--- src/rtl/alu_isa_pkg.sv ---
// Purpose : ISA constants shared by the ALU issue stage and its register file.
//           Holds the datapath geometry, opcode encodings, instruction field
//           bit positions, flag bit indices and a small decode helper.
// Ports   : none (package).
package alu_isa_pkg;

  localparam int DATA_W = 16;
  localparam int NREGS  = 8;
  localparam int RF_AW  = 3;

  // Opcodes 0000..1011 go straight to the ALU as alu_control.
  localparam logic [3:0] OP_DIV  = 4'b0000;
  localparam logic [3:0] OP_ADD  = 4'b0001;
  localparam logic [3:0] OP_SUB  = 4'b0010;
  localparam logic [3:0] OP_AND  = 4'b0011;
  localparam logic [3:0] OP_OR   = 4'b0100;
  localparam logic [3:0] OP_XOR  = 4'b0101;
  localparam logic [3:0] OP_NOT  = 4'b0110;
  localparam logic [3:0] OP_SHL  = 4'b0111;
  localparam logic [3:0] OP_SHR  = 4'b1000;
  localparam logic [3:0] OP_MUL  = 4'b1001;
  localparam logic [3:0] OP_INC  = 4'b1010;
  localparam logic [3:0] OP_DEC  = 4'b1011;
  // Opcodes handled by the issue stage itself.
  localparam logic [3:0] OP_LDI  = 4'b1100;
  localparam logic [3:0] OP_NOP0 = 4'b1101;
  localparam logic [3:0] OP_NOP1 = 4'b1110;
  localparam logic [3:0] OP_HALT = 4'b1111;

  // Instruction field bit positions.
  localparam int OP_MSB  = 15;
  localparam int OP_LSB  = 12;
  localparam int RD_MSB  = 11;
  localparam int RD_LSB  = 9;
  localparam int RS1_MSB = 8;
  localparam int RS1_LSB = 6;
  localparam int RS2_MSB = 5;
  localparam int RS2_LSB = 3;
  localparam int IMM_MSB = 8;
  localparam int IMM_LSB = 0;
  localparam int IMM_W   = IMM_MSB - IMM_LSB + 1;

  // Bit indices inside the 3-bit flags register {zero, carry, parity}.
  localparam int FLAG_Z = 2;
  localparam int FLAG_C = 1;
  localparam int FLAG_P = 0;

  // True for every opcode that produces a register writeback
  // (all real ALU ops plus LDI).
  function automatic logic op_writes(input logic [3:0] op);
    return (op <= OP_LDI);
  endfunction

endpackage

--- src/rtl/regfile_8x16.sv ---
// Purpose : 8 x 16 register file for the ALU issue stage. No hardwired zero
//           register; every entry is writable.
// Ports   : clk, rst      - clock, synchronous active-high reset (clears all)
//           ra1/ra2       - read addresses, rd1/rd2 combinational read data
//           we/wa/wd      - synchronous write enable, address, data
// Reads see the value stored before the current edge; any same-cycle bypass
// is the job of the issue stage.
module regfile_8x16
  import alu_isa_pkg::*;
(
  input  logic              clk,
  input  logic              rst,
  input  logic [RF_AW-1:0]  ra1,
  input  logic [RF_AW-1:0]  ra2,
  output logic [DATA_W-1:0] rd1,
  output logic [DATA_W-1:0] rd2,
  input  logic              we,
  input  logic [RF_AW-1:0]  wa,
  input  logic [DATA_W-1:0] wd
);

  logic [DATA_W-1:0] mem_q [NREGS];

  assign rd1 = mem_q[ra1];
  assign rd2 = mem_q[ra2];

  // Reset takes priority so an in-flight write is dropped at the reset edge.
  always_ff @(posedge clk) begin
    if (rst) begin
      for (int i = 0; i < NREGS; i++) begin
        mem_q[i] <= '0;
      end
    end else if (we) begin
      mem_q[wa] <= wd;
    end
  end

endmodule

--- src/rtl/alu_issue_stage.sv ---
// Purpose : Single-issue decode / register-read / writeback stage wrapped
//           around an external combinational 16-bit ALU.
// Ports   : clk, rst                 - clock, synchronous active-high reset
//           instr_valid/instr/instr_ready - instruction handshake
//           resume                   - pulse that leaves the halted state
//           alu_a/alu_b/alu_control  - registered ALU inputs (EX register)
//           alu_result/alu_zero/alu_carry/alu_parity - ALU outputs
//           wb_valid/wb_addr/wb_data - writeback happening at the next edge
//           flags                    - registered {zero, carry, parity}
//           div0_err                 - sticky divide-by-zero error
//           halted                   - HALT state bit
//           retired                  - completed writeback count (wraps)
//
// Handshake: an instruction transfers on every rising edge where
// instr_valid and instr_ready are both high; instr_ready depends only on the
// halted state, never on instr_valid, and instr is ignored otherwise.
module alu_issue_stage
  import alu_isa_pkg::*;
(
  input  logic              clk,
  input  logic              rst,
  input  logic              instr_valid,
  input  logic [15:0]       instr,
  output logic              instr_ready,
  input  logic              resume,
  output logic [DATA_W-1:0] alu_a,
  output logic [DATA_W-1:0] alu_b,
  output logic [3:0]        alu_control,
  input  logic [DATA_W:0]   alu_result,
  input  logic              alu_zero,
  input  logic              alu_carry,
  input  logic              alu_parity,
  output logic              wb_valid,
  output logic [RF_AW-1:0]  wb_addr,
  output logic [DATA_W-1:0] wb_data,
  output logic [2:0]        flags,
  output logic              div0_err,
  output logic              halted,
  output logic [15:0]       retired
);

  // Instruction fields.
  logic [3:0]       op;
  logic [RF_AW-1:0] rd, rs1, rs2;
  logic [IMM_W-1:0] imm9;

  assign op   = instr[OP_MSB:OP_LSB];
  assign rd   = instr[RD_MSB:RD_LSB];
  assign rs1  = instr[RS1_MSB:RS1_LSB];
  assign rs2  = instr[RS2_MSB:RS2_LSB];
  assign imm9 = instr[IMM_MSB:IMM_LSB];

  // EX register and architectural state.
  logic              ex_valid_q;
  logic              ex_writes_q;
  logic [RF_AW-1:0]  ex_rd_q;
  logic [DATA_W-1:0] alu_a_q, alu_a_d;
  logic [DATA_W-1:0] alu_b_q, alu_b_d;
  logic [3:0]        alu_ctl_q, alu_ctl_d;
  logic              writes_d;
  logic [2:0]        flags_q;
  logic              div0_err_q;
  logic              halted_q, halted_d;
  logic [15:0]       retired_q;

  logic              accept;
  logic              div0;
  logic              fwd_en;
  logic [DATA_W-1:0] rf_rd1, rf_rd2;
  logic [DATA_W-1:0] opa, opb;

  // Bit 16 of the result reaches the architecture only via alu_carry.
  logic unused_alu_msb;
  assign unused_alu_msb = alu_result[DATA_W];

  assign accept   = instr_valid & ~halted_q;
  assign div0     = ex_valid_q & (alu_ctl_q == OP_DIV) & (alu_b_q == '0);
  assign wb_valid = ex_valid_q & ex_writes_q & ~div0;
  assign fwd_en   = wb_valid;

  regfile_8x16 u_rf (
    .clk (clk),
    .rst (rst),
    .ra1 (rs1),
    .ra2 (rs2),
    .rd1 (rf_rd1),
    .rd2 (rf_rd2),
    .we  (wb_valid),
    .wa  (ex_rd_q),
    .wd  (alu_result[DATA_W-1:0])
  );

  // The in-flight result is not in the register file yet, so a dependent
  // instruction issued right behind it takes the ALU output directly. This
  // also covers a same-cycle write and read of one register.
  assign opa = (fwd_en && (ex_rd_q == rs1)) ? alu_result[DATA_W-1:0] : rf_rd1;
  assign opb = (fwd_en && (ex_rd_q == rs2)) ? alu_result[DATA_W-1:0] : rf_rd2;

  // Decode into next EX contents.
  always_comb begin
    alu_a_d   = opa;
    alu_b_d   = opb;
    alu_ctl_d = op;
    writes_d  = op_writes(op);
    case (op)
      OP_LDI: begin
        // LDI is an ADD of the zero-extended immediate and zero.
        alu_a_d   = {{(DATA_W-IMM_W){1'b0}}, imm9};
        alu_b_d   = '0;
        alu_ctl_d = OP_ADD;
      end
      OP_NOP0, OP_NOP1, OP_HALT: begin
        // Park the ALU on a benign ADD so no false divide-by-zero appears.
        alu_a_d   = '0;
        alu_b_d   = '0;
        alu_ctl_d = OP_ADD;
      end
      default: ;
    endcase
  end

  // HALT wins over a coincident resume: resume only acts once halted.
  always_comb begin
    halted_d = halted_q;
    if (accept && (op == OP_HALT)) begin
      halted_d = 1'b1;
    end else if (halted_q && resume) begin
      halted_d = 1'b0;
    end
  end

  always_ff @(posedge clk) begin
    if (rst) begin
      ex_valid_q  <= 1'b0;
      ex_writes_q <= 1'b0;
      ex_rd_q     <= '0;
      alu_a_q     <= '0;
      alu_b_q     <= '0;
      alu_ctl_q   <= OP_ADD;
      flags_q     <= 3'b000;
      div0_err_q  <= 1'b0;
      halted_q    <= 1'b0;
      retired_q   <= 16'h0000;
    end else begin
      ex_valid_q <= accept;
      if (accept) begin
        ex_writes_q <= writes_d;
        ex_rd_q     <= rd;
        alu_a_q     <= alu_a_d;
        alu_b_q     <= alu_b_d;
        alu_ctl_q   <= alu_ctl_d;
      end
      if (wb_valid) begin
        flags_q[FLAG_Z] <= alu_zero;
        flags_q[FLAG_C] <= alu_carry;
        flags_q[FLAG_P] <= alu_parity;
        retired_q       <= retired_q + 16'd1;
      end
      if (div0) begin
        div0_err_q <= 1'b1;
      end
      halted_q <= halted_d;
    end
  end

  assign instr_ready = ~halted_q;
  assign alu_a       = alu_a_q;
  assign alu_b       = alu_b_q;
  assign alu_control = alu_ctl_q;
  assign wb_addr     = ex_rd_q;
  assign wb_data     = alu_result[DATA_W-1:0];
  assign flags       = flags_q;
  assign div0_err    = div0_err_q;
  assign halted      = halted_q;
  assign retired     = retired_q;

endmodule

--- config.mk ---
export PLATFORM = sky130hd
export DESIGN_NAME = alu_issue_stage
export DESIGN_NICKNAME = d
export VERILOG_FILES = /design/src/rtl/alu_isa_pkg.sv /design/src/rtl/regfile_8x16.sv /design/src/rtl/alu_issue_stage.sv
export SDC_FILE = /design/constraint.sdc
export NUM_CORES = 1
export LEC_CHECK = 0
export CORE_MARGIN = 2
export CORE_UTILIZATION = 50
export DETAILED_ROUTE_END_ITERATION = 10
export PLACE_DENSITY = 0.83
export SLEW_MARGIN = 20
export SYNTH_ARGS = -nofsm -noshare
export SYNTH_HDL_FRONTEND = slang
export SYNTH_SLANG_ARGS = --single-unit
--- constraint.sdc ---
create_clock -name clk -period 2.4 [get_ports clk]
set_input_delay 0.24 -clock clk [delete_from_list [all_inputs] [get_ports clk]]
set_output_delay 0.24 -clock clk [all_outputs]
set_load 0.05 [all_outputs]
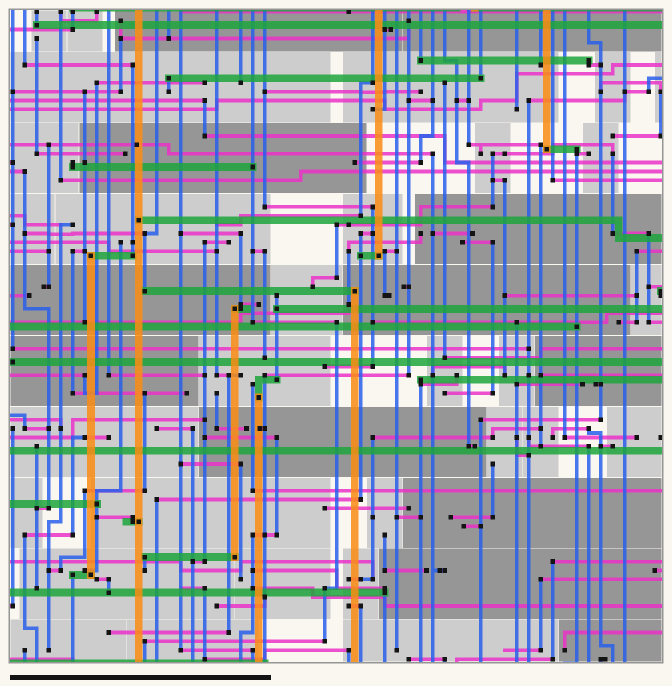
Figure 1: run 1, layout detail.
Scale bar: 10 um. Region (59, 31) to (84, 56) um. Cells in grey, sequential cells in the stronger grey; small squares are vias.
[blue] M2
[orange] M4
[magenta] M1
[green] M3
cells with their middle in the window: 40
most frequent: nor2_1 (10), edfxtp_1 (10), mux4_2 (6)
netlist names of flops here include: `u_rf.mem_q` (10)
sequential cells in the window: 10

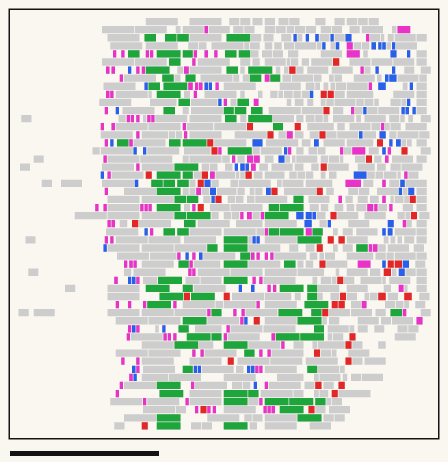
Figure 2: run 1, logic cells by family.
Scale bar: 50 um.
[magenta] nor cells | cells: 155 | most used: nor2_1 | where: spread over the die
[blue] nand cells | cells: 87 | most used: nand2_1 | where: spread over the die
[green] mux cells | cells: 105 | most used: mux4_2
[red] and/or cells | cells: 55 | most used: or3_1
fraction of area in multi-input gates: 35.5%
most common cell after layout, fill and taps aside: sky130_fd_sc_hd__nor2_1

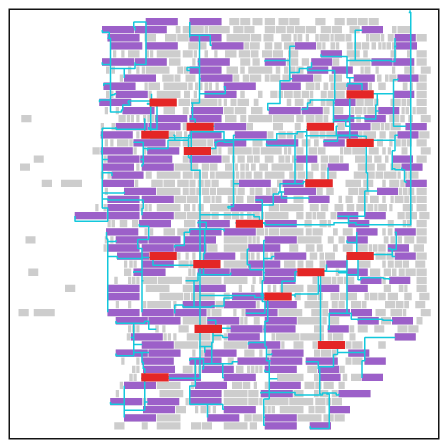
Figure 3: run 1, clock distribution.
[purple] flip-flops | count: 190
[red] clock-net drivers | count: 17
[cyan] clock wires | length: 2060 um
routed clock nets: 18
Clk Latency, worst-skew pair: 0.44 ns
clock group power: 2750 uW
Clk pwr share: 35.9%

==> out/summary.log, run 1 <==
qor: yosys.ys_seq_elements 190
qor: global_route.grt_pass1_wl 42700 um
qor: sta.max_clock_freq 430 MHz
qor: final_layout.final_cell_mix sky130_fd_sc_hd__nor2_1, sky130_fd_sc_hd__edfxtp_1, sky130_fd_sc_hd__clkdlybuf4s50_1
qor: outcome.run_status finished clean
qor: yosys.area_of_the_mapped_netlist 0.00980 mm2
qor: floorplan.die_width 144 um
qor: critical_path.cp_data_required_time 2.16 ns
qor: sta.hold_violations 0
qor: sta.timing_worst_slew_pin_value 0.799 ns
qor: clocking.postCtsHoldBufs 0
qor: power_and_ir_drop.vdd_ir_drop_max 0.435 mV
qor: critical_path.critical_path_cell_sequence clkdlybuf4s50_1
qor: placed_design.dp.final_hpwl 19500 um
qor: yosys.ys_seq_share 51.9%
qor: yosys.syn_area_per_cell 11.6 um2
qor: yosys.netlist_logic_family_top multiplexers
qor: yosys.synth_cell_types 55
qor: placed_design.place.gp.congestion 0.907
qor: yosys.ys_sh_adder 0.128%
qor: floorplan.io_pins 118
qor: sta.totalNegativeSetupSlack 0 ns
qor: floorplan.floorplan.die.height 144 um
qor: critical_path.startpoint wb_addr[0]$_SDFFE_PP0P_
qor: critical_path.setup.worst_path.class register to primary output
qor: critical_path.crit_path_start_kind register
qor: power_and_ir_drop.netSwitchingFraction 26.5%
qor: routing.final_antenna_net_count 0
qor: sta.finalCriticalPeriod 2.33 ns
qor: power_and_ir_drop.p_int 5620 uW
qor: critical_path.critical_path.slowest_cell sky130_fd_sc_hd__clkdlybuf4s50_1
qor: sta.timing.final.crit_share 97.0%
qor: final_layout.seq_area 0.00508 mm2
qor: routing.number_of_remaining_drc_errors 0
qor: yosys.cell_type_with_the_highest_aggregate_area_in_the_netlist sky130_fd_sc_hd__edfxtp_1
qor: yosys.gate_count_of_the_mapped_netlist 842
qor: global_route.grt_use_total 27.9%
qor: critical_path.rr_startpoint alu_b[4]$_SDFFE_PP0P_
qor: clocking.clock_tree.root_cell sky130_fd_sc_hd__clkbuf_16
qor: power_and_ir_drop.pwr_density_cell 640 mW/mm2
qor: clocking.path_clk_slew 0.07 ns
qor: final_layout.post-route-util 61.8%
qor: yosys.ys.warnings.count 0
qor: hold_path.hold_path.class input port to register
qor: yosys.ys_area 0.00980 mm2
qor: floorplan.chip_area 0.0207 mm2
qor: yosys.netlist_top_cells_area sky130_fd_sc_hd__edfxtp_1, sky130_fd_sc_hd__dfxtp_1, sky130_fd_sc_hd__mux4_2
qor: power_and_ir_drop.power_frac_comb 15.6%
qor: yosys.yosys-mux-area-fraction 17.3%
qor: global_route.grt_pass1_vias 7561
-- run 1: area by class of cell --
type / instances / share of cell area [%]
clock buffers: 24 / 4.38
clock inverters: 8 / 0.429
inverters: 10 / 0.314
multi-input cells: 558 / 35.5
flip-flops and latches: 190 / 42.5
well taps: 265 / 2.77
repair buffers: 174 / 14.0
-- run 1: cell usage after synthesis (all sizes together) (10+ instances only) --
master / number
nor3: 11
clkbuf: 31
a21oi: 20
and2: 16
or3: 30
nor2: 132
a32o: 23
edfxtp: 128
mux2i: 26
dfxtp: 62
inv: 10
o22ai: 16
mux2: 31
buf: 53
nand2: 63
mux4: 48
o21ai: 41
-- run 1: stage by stage --
stage | instance area [um2] | std cells | hold slack (ns) | power [uW]
2_1_floorplan | 9840 | 842 | 0.368 | 4490
3_3_place_gp | 11400 | 1197 | 0.444 | 4910
3_5_place_dp | 11400 | 1197 | 0.449 | 4940
4_1_cts | 12000 | 1229 | 0.342 | 7640
5_1_grt | 12000 | 1229 | 0.349 | 7840
6_report | 12000 | 1229 | 0.344 | 7650
-- run 1: flip-flops by register name, summed over array words and instances, names as in the netlist --
name,count
u_rf.mem_q,128
alu_a,16
alu_b,16
retired,16
alu_control,4
flags,3
wb_addr,3
div0_err,1
ex_valid_q,1
ex_writes_q,1
halted,1
-- run 1: power by group through the flow --
stage / Combinational, uW / Sequential (uW) / Clock (uW)
finish: 1190 / 3710 / 2750
global route: 1240 / 3720 / 2870
CTS: 1180 / 3710 / 2750
global placement: 1150 / 3770 / 0
floorplan: 609 / 3890 / 0
detailed placement: 1160 / 3780 / 0
-- run 1: final timing paths --
kind	to	slack, ns	cells after the start
max	wb_addr[0]	0.07	1
min	wb_addr[1]$_SDFFE_PP0P_	0.34	3
max reg2reg	u_rf.mem_q[0][9]$_SDFFCE_PN0P_	0.12	5
min reg2reg	flags[0]$_SDFFE_PP0P_	0.45	2
-- run 1: layer usage --
metal	global-route usage, %	wire, um
met1	35.3	10300
met4	12.1	1000
met5	0	0
met3	6.95	3510
met2	45.8	13800
-- run 1: cells by family (layout without fill, tap and decap cells) --
logic type,after synthesis,after routing
xor gates and xnor gates,10,10
and+or+nand+nor,297,297
buffers and inverters,94,216
DFF,190,190
AOI/OAI and AO/OA,145,145
adders and majority gates,1,1
muxes,105,105
-- run 1: repair_timing --
item,in CTS,in global routing
gates resized,0,1
endpoints found under the setup margin,0,1
buffers inserted,0,0
--- run 2 (diff from run 1) ---
--- a/config.mk
+++ b/config.mk
@@ -5,10 +5,11 @@
 export SDC_FILE = /design/constraint.sdc
 export NUM_CORES = 1
 export LEC_CHECK = 0
+export CORE_ASPECT_RATIO = 0.7
 export CORE_MARGIN = 2
-export CORE_UTILIZATION = 50
+export CORE_UTILIZATION = 45
 export DETAILED_ROUTE_END_ITERATION = 10
-export PLACE_DENSITY = 0.83
+export PLACE_DENSITY = 0.76
 export SLEW_MARGIN = 20
 export SYNTH_ARGS = -nofsm -noshare
 export SYNTH_HDL_FRONTEND = slang
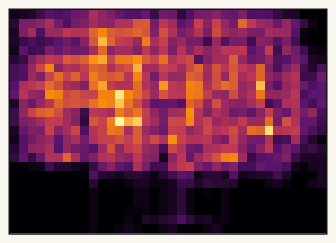
Figure 4: run 2, signal metal coverage by tile.
The die is cut into 36 by 25 equal tiles; black is low, pale yellow is high, scaled to the fullest tile. Values are wire area over tile area, all layers added.
nearly empty tiles: 20%
tiles over half the peak: 20%
fullest tile: 0.77
densest ninth of the die: centre
emptiest ninth of the die: lower left
wire length per cell after detailed routing: 24.2 um
Via Count: 7914
final wirelength: 30800 um
total track usage: 26.8%

==> run 2 against run 1 <==
Against the previous run:
- register-to-register slack better by 0.03 ns
- fmax down 0.50%
- worst hold slack worse by 0.014 ns
- die size up 11%
- utilization down 4.8 points
- non-clock buffer count up 28
- total power up 2.1%
- sequential cell count unchanged
- first-iteration DRC count up 5.5%
- largest cell class unchanged
==> out/summary.log, run 2 <==
qor: outcome.run_status finished clean [unchanged]
qor: placed_design.detailed_place.area 0.0116 mm2 [was 0.0114 mm2]
qor: global_route.grt_pass1_wl 46100 um [was 42700 um]
qor: placed_design.placed_cells_incl_taps 1239 [was 1197]
qor: routing.route.layer.met1.wl 12500 um [was 10300 um]
qor: routing.met3_wirelength 3550 um [was 3510 um]
qor: sta.timing_worst_slew_pin_value 1.06 ns [was 0.799 ns]
qor: yosys.netlist_logic_family_top multiplexers [unchanged]
qor: final_layout.final_area 0.0123 mm2 [was 0.0120 mm2]
qor: yosys.yosys-mux-area-fraction 17.3% [unchanged]
qor: yosys.ys_area 0.00980 mm2 [unchanged]
qor: yosys.ys_seq_elements 190 [unchanged]
qor: hold_path.hold_path.class input port to register [unchanged]
qor: final_layout.finish.cell_count_without_fillers 1274 [was 1229]
qor: clocking.path_clk_slew 0.07 ns [about the same]
qor: critical_path.worst-r2r-cell-count 5 [unchanged]
qor: yosys.syn_area_per_cell 11.6 um2 [unchanged]
qor: power_and_ir_drop.pwr_density_cell 637 mW/mm2 [was 640 mW/mm2]
qor: floorplan.io_pins 118 [unchanged]
qor: yosys.cell_type_with_the_highest_aggregate_area_in_the_netlist sky130_fd_sc_hd__edfxtp_1 [unchanged]
qor: sta.finalCriticalPeriod 2.34 ns [was 2.33 ns]
qor: global_route.grt_pass1_vias 7649 [was 7561]
qor: critical_path.crit_path_start_kind register [unchanged]
qor: final_layout.final_cell_mix sky130_fd_sc_hd__nor2_1, sky130_fd_sc_hd__edfxtp_1, sky130_fd_sc_hd__clkdlybuf4s50_1 [unchanged]
qor: yosys.synth_cell_types 55 [unchanged]
qor: floorplan.floorplan.die.height 127 um [was 144 um]
qor: routing.final_antenna_net_count 0 [unchanged]
qor: floorplan.die_width 180 um [was 144 um]
qor: yosys.gate_count_of_the_mapped_netlist 842 [unchanged]
qor: critical_path.setup.worst_path.class register to primary output [unchanged]
qor: final_layout.largest_reg_flops 128 [unchanged]
qor: power_and_ir_drop.vdd_ir_drop_max 0.568 mV [was 0.435 mV]
qor: placed_design.place.gp.congestion 0.877 [was 0.907]
qor: final_layout.post-route-util 57.0% [was 61.8%]
qor: sta.hold_slack_final 0.330 ns [was 0.344 ns]
qor: routing.met2_length 14000 um [was 13800 um]
qor: yosys.ys_sh_adder 0.128% [unchanged]
qor: sta.timing.final.crit_share 97.5% [was 97.0%]
qor: yosys.area_of_the_mapped_netlist 0.00980 mm2 [unchanged]
qor: clocking.clk_latency 0.44 ns [about the same]
qor: yosys.post_synth_most_frequent_cells sky130_fd_sc_hd__nor2_1, sky130_fd_sc_hd__edfxtp_1, sky130_fd_sc_hd__nand2_1 [unchanged]
qor: sta.hold_violations 0 [unchanged]
qor: placed_design.dp.final_hpwl 21100 um [was 19500 um]
qor: hold_path.hold_path_depth 3 [unchanged]
qor: yosys.netlist.top_cell.by_instances sky130_fd_sc_hd__nor2_1 [unchanged]
-- run 2: cell counts after synthesis --
No cell type changed its count.
-- run 2: logic make-up (layout without fill, tap and decap cells) --
kind of cell               after synthesis  count (layout)
and+or+nand+nor                        297             297
DFF                                    190             190
AOI/OAI and AO/OA                      145             145
muxes                                  105             105
buffers and inverters                   94             244
xor gates and xnor gates                10              10
adders and majority gates                1               1
-- run 2: cell type report --
class                           instances  area [um2]  area share, %
Clock buffer                           18         429           3.50
Clock inverter                         14         144           1.17
Inverter                               10        37.5          0.306
Multi-Input combinational cell        558        4270           34.8
Sequential cell                       190        5080           41.5
Tap cell                              282         353           2.88
Timing Repair Buffer                  202        1950           15.9
-- run 2: critical path: stages, from the launching register on --
cell	delay, ns
sky130_fd_sc_hd__dfxtp_1	0.37
sky130_fd_sc_hd__nor4b_4	0.31
sky130_fd_sc_hd__nand4_2	0.20
sky130_fd_sc_hd__o21ai_4	0.32
sky130_fd_sc_hd__inv_2	0.07
sky130_fd_sc_hd__buf_4	0.19
sky130_fd_sc_hd__buf_4	0.20
-- run 2: report_power, final --
group / internal, uW / leakage, uW / switching (uW) / total, uW
combinational: 518 / 0.00212 / 745 / 1260
clock: 1470 / 0.000277 / 1380 / 2850
sequential: 3610 / 0.00183 / 91.6 / 3700
total: 5600 / 0.00423 / 2220 / 7810
-- run 2: through the flow --
step | worst slack (ns) | TNS (ns)
final | 0.0610 | 0
after global routing | 0.0117 | 0
after CTS | 0.0142 | 0
after detailed placement | 0.0287 | 0
after global placement | 0.0800 | 0
after floorplan | -0.282 | -9.01
-- run 2: final timing paths --
path	from	slack, ns	end
setup / recovery	alu_b[5]$_SDFFE_PP0P_	0.06	wb_valid
hold / removal	rst	0.33	alu_a[7]$_SDFFE_PP0P_
setup reg to reg	alu_b[15]$_SDFFE_PP0P_	0.15	u_rf.mem_q[1][10]$_SDFFCE_PN0P_
hold reg to reg	flags[2]$_SDFFE_PP0P_	0.45	flags[2]$_SDFFE_PP0P_
-- run 2: routing by layer --
metal	up-vias	track usage, %
met3	67	5.56
li1	3437	-
met1	3895	38.4
met2	515	40.8
met4	0	9.06
met5	-	0
-- run 2: timing repair --
item | in CTS | in global routing
hold buffers | 0 | 0
endpoints found under the setup margin | 0 | 47
buffers inserted | 0 | 3
resized | 0 | 4
--- run 3 (diff from run 2) ---
--- a/config.mk
+++ b/config.mk
@@ -10,7 +10,9 @@
 export CORE_UTILIZATION = 45
 export DETAILED_ROUTE_END_ITERATION = 10
 export PLACE_DENSITY = 0.76
+export SETUP_SLACK_MARGIN = 0.15
 export SLEW_MARGIN = 20
 export SYNTH_ARGS = -nofsm -noshare
 export SYNTH_HDL_FRONTEND = slang
+export SYNTH_HIERARCHICAL = 1
 export SYNTH_SLANG_ARGS = --single-unit
==> run 3 against run 2 <==
Against the previous run:
- clock power hardly changed
- via count is 4.8% lower
- setup slack gained 0.083 ns
- final area increased by 4.4%
- fmax rose by 3.7%
- highest routed layer unchanged
- sequential share of layout area fell by 1.4 points
==> out/summary.log, run 3 <==
qor: routing.post_drt_wl_per_cell 23.9 um [was 24.2 um]
qor: final_layout.seq_area 0.00512 mm2 [was 0.00508 mm2]
qor: global_route.peak_usage_layer_in_the_global_routing_report met2 [unchanged]
qor: outcome.run_status finished clean [unchanged]
qor: sta.timing_worst_slew_pin_value 0.755 ns [was 1.06 ns]
qor: final_layout.final_layout_top_logic_cell sky130_fd_sc_hd__edfxtp_1 [was sky130_fd_sc_hd__nor2_1]
qor: sta.hold_slack_final 0.230 ns [was 0.330 ns]
qor: routing.final_antenna_net_count 0 [unchanged]
qor: floorplan.floorplan.die.height 130 um [was 127 um]
qor: final_layout.finish.cell_count_without_fillers 1188 [was 1274]
qor: placed_design.place.gp.congestion 0.822 [was 0.877]
qor: clocking.clk_latency 0.44 ns [about the same]
qor: sta.finalCriticalPeriod 2.26 ns [was 2.34 ns]
qor: final_layout.area.combinational 0.00480 mm2 [was 0.00427 mm2]
qor: floorplan.chip_area 0.0238 mm2 [was 0.0230 mm2]
qor: critical_path.r2r_setup_slack 0.14 ns [was 0.15 ns]
qor: critical_path.worst_r2r_endpoint u_rf/mem_q[4][6]$_SDFFCE_PN0P_ [was u_rf.mem_q[1][10]$_SDFFCE_PN0P_]
qor: critical_path.setup.worst_path.class register to register [was register to primary output]
qor: global_route.groute.layer.met3.usage 5.65% [was 5.56%]
qor: critical_path.rr_startpoint alu_b[7]$_SDFFE_PP0P_ [was alu_b[15]$_SDFFE_PP0P_]
qor: global_route.global_route.usage.met1 35.5% [was 38.4%]
qor: clocking.clock_tree.root_cell sky130_fd_sc_hd__clkbuf_16 [unchanged]
qor: placed_design.placed_cells_incl_taps 1143 [was 1239]
qor: yosys.synth_cell_types 55 [unchanged]
qor: placed_design.dp.final_hpwl 18800 um [was 21100 um]
qor: yosys.ys_seq_share 50.2% [was 51.9%]
qor: hold_path.hold_path.class input port to register [unchanged]
qor: yosys.ys_seq_elements 190 [unchanged]
qor: yosys.syn_area_per_cell 12.9 um2 [was 11.6 um2]
qor: global_route.grt_pass1_wl 42800 um [was 46100 um]
qor: final_layout.registers.top_by_ff_count u_rf/mem_q [was u_rf.mem_q]
qor: hold_path.timing.hold.worst.start rst [unchanged]
qor: yosys.ys.warnings.count 6 [was 0]
qor: sta.timing.final.crit_share 94.0% [was 97.5%]
qor: yosys.post_synth_most_frequent_cells sky130_fd_sc_hd__edfxtp_1, sky130_fd_sc_hd__nor3_1, sky130_fd_sc_hd__dfxtp_1 [was sky130_fd_sc_hd__nor2_1, sky130_fd_sc_hd__edfxtp_1, sky130_fd_sc_hd__nand2_1]
qor: floorplan.io_pins 118 [unchanged]
-- run 3: netlist changes by cell type in the layout (fill, tap and decap cells not counted), sizes merged, moves of 15 or more --
cell / change
or3: -29
o22ai: -15
o211ai: +48
o21ai: -33
nor2: -106
buf: -30
clkinv: +16
mux2i: -22
nor3: +118
a32o: -23
mux4: +16
-- run 3: cells by family after synthesis --
logic type | share of synthesized area (%)
adders and majority gates | 0.123
buffers and inverters | 6.52
and+or+nand+nor | 13.0
AOI/OAI and AO/OA | 8.43
xor gates and xnor gates | 1.21
DFF | 50.2
muxes | 20.6
-- run 3: worst max-delay path: stages, from the launching register on --
cell	delay, ns
sky130_fd_sc_hd__dfxtp_4	0.36
sky130_fd_sc_hd__nor4b_4	0.35
sky130_fd_sc_hd__nand4_4	0.16
sky130_fd_sc_hd__o21ai_4	0.24
sky130_fd_sc_hd__clkinvlp_4	0.16
sky130_fd_sc_hd__or3b_4	0.33
sky130_fd_sc_hd__buf_12	0.16
sky130_fd_sc_hd__o21bai_4	0.07
sky130_fd_sc_hd__buf_12	0.17
-- run 3: metal layers --
layer	wire length, um	up-vias
met5	0	-
met4	333	0
met3	2840	32
met2	12700	430
met1	12500	3742
li1	-	3331
-- run 3: through the flow --
stage	worst slack [ns]	area, um2	power [uW]	util (%)
after floorplan	-0.359	10700	4500	-
final	0.144	12800	7730	58.5
after CTS	0.132	12700	7730	57.9
after global placement	0.0965	12000	4910	54.9
after detailed placement	0.0718	12000	4930	54.9
after global routing	0.0862	12800	7950	58.5
-- run 3: worst max path at each step --
stage	from	to	slack, ns
5_1_grt	alu_b[7]$_SDFFE_PP0P_	u_rf/mem_q[4][5]$_SDFFCE_PN0P_	0.09
6_report	alu_b[7]$_SDFFE_PP0P_	u_rf/mem_q[4][6]$_SDFFCE_PN0P_	0.14
4_1_cts	alu_b[6]$_SDFFE_PP0P_	u_rf/mem_q[2][9]$_SDFFCE_PN0P_	0.13
2_1_floorplan	alu_b[7]$_SDFFE_PP0P_	u_rf/mem_q[4][0]$_SDFFCE_PN0P_	-0.36
3_5_place_dp	alu_b[8]$_SDFFE_PP0P_	u_rf/mem_q[6][4]$_SDFFCE_PN0P_	0.07
3_3_place_gp	alu_b[7]$_SDFFE_PP0P_	u_rf/mem_q[6][4]$_SDFFCE_PN0P_	0.1
-- run 3: power by group --
group	switching, uW	internal (uW)
Clock	1350	1490
Sequential	82.2	3600
Combinational	725	483
-- run 3: what timing repair did --
| action | in CTS | in global routing |
|---|---|---|
| pin swaps | 3 | 4 |
| setup endpoints to repair | 126 | 237 |
| resized | 2 | 10 |
| hold buffers | 0 | 0 |
| buffers inserted | 2 | 9 |
| cloned | 1 | 1 |
-- run 3: final cells by class --
class                      instances  area share (%)
sequential                       190            40.0
inverter                          18           0.557
clock buffer                      19            3.71
multi-input combinational        486            37.5
timing repair buffer             180            14.6
clock inverter                    13           0.860
tap                              282            2.76
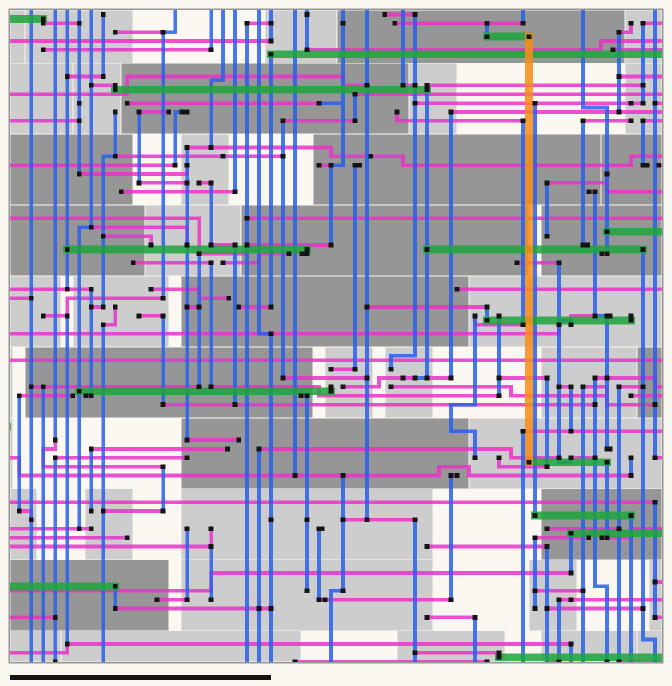
Figure 5: run 3, layout detail.
Scale bar: 10 um. Region (79, 26) to (104, 51) um. Cells in grey, sequential cells in the stronger grey; small squares are vias.
[green] M3
[orange] M4
[magenta] M1
[blue] M2
most frequent: nor3_1 (8), edfxtp_1 (8), mux4_1 (4)
netlist names of flops here include: `u_rf/mem_q` (8)
sequential cells in the window: 8
cells with their middle in the window: 25


==> screenshots <==
Cell outlines without signal wires.
Plate I
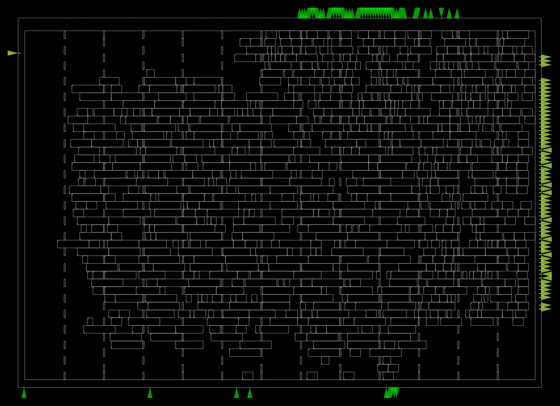
Plate II
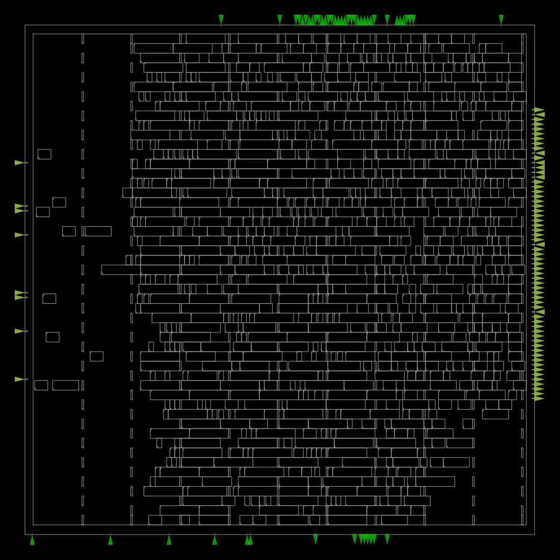
Plate III
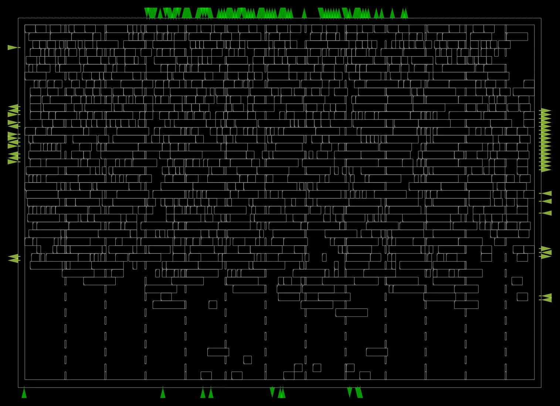
Plate II: run 1
Plate I: run 3
Plate III: run 2

Power and IR drop assume default switching activity.
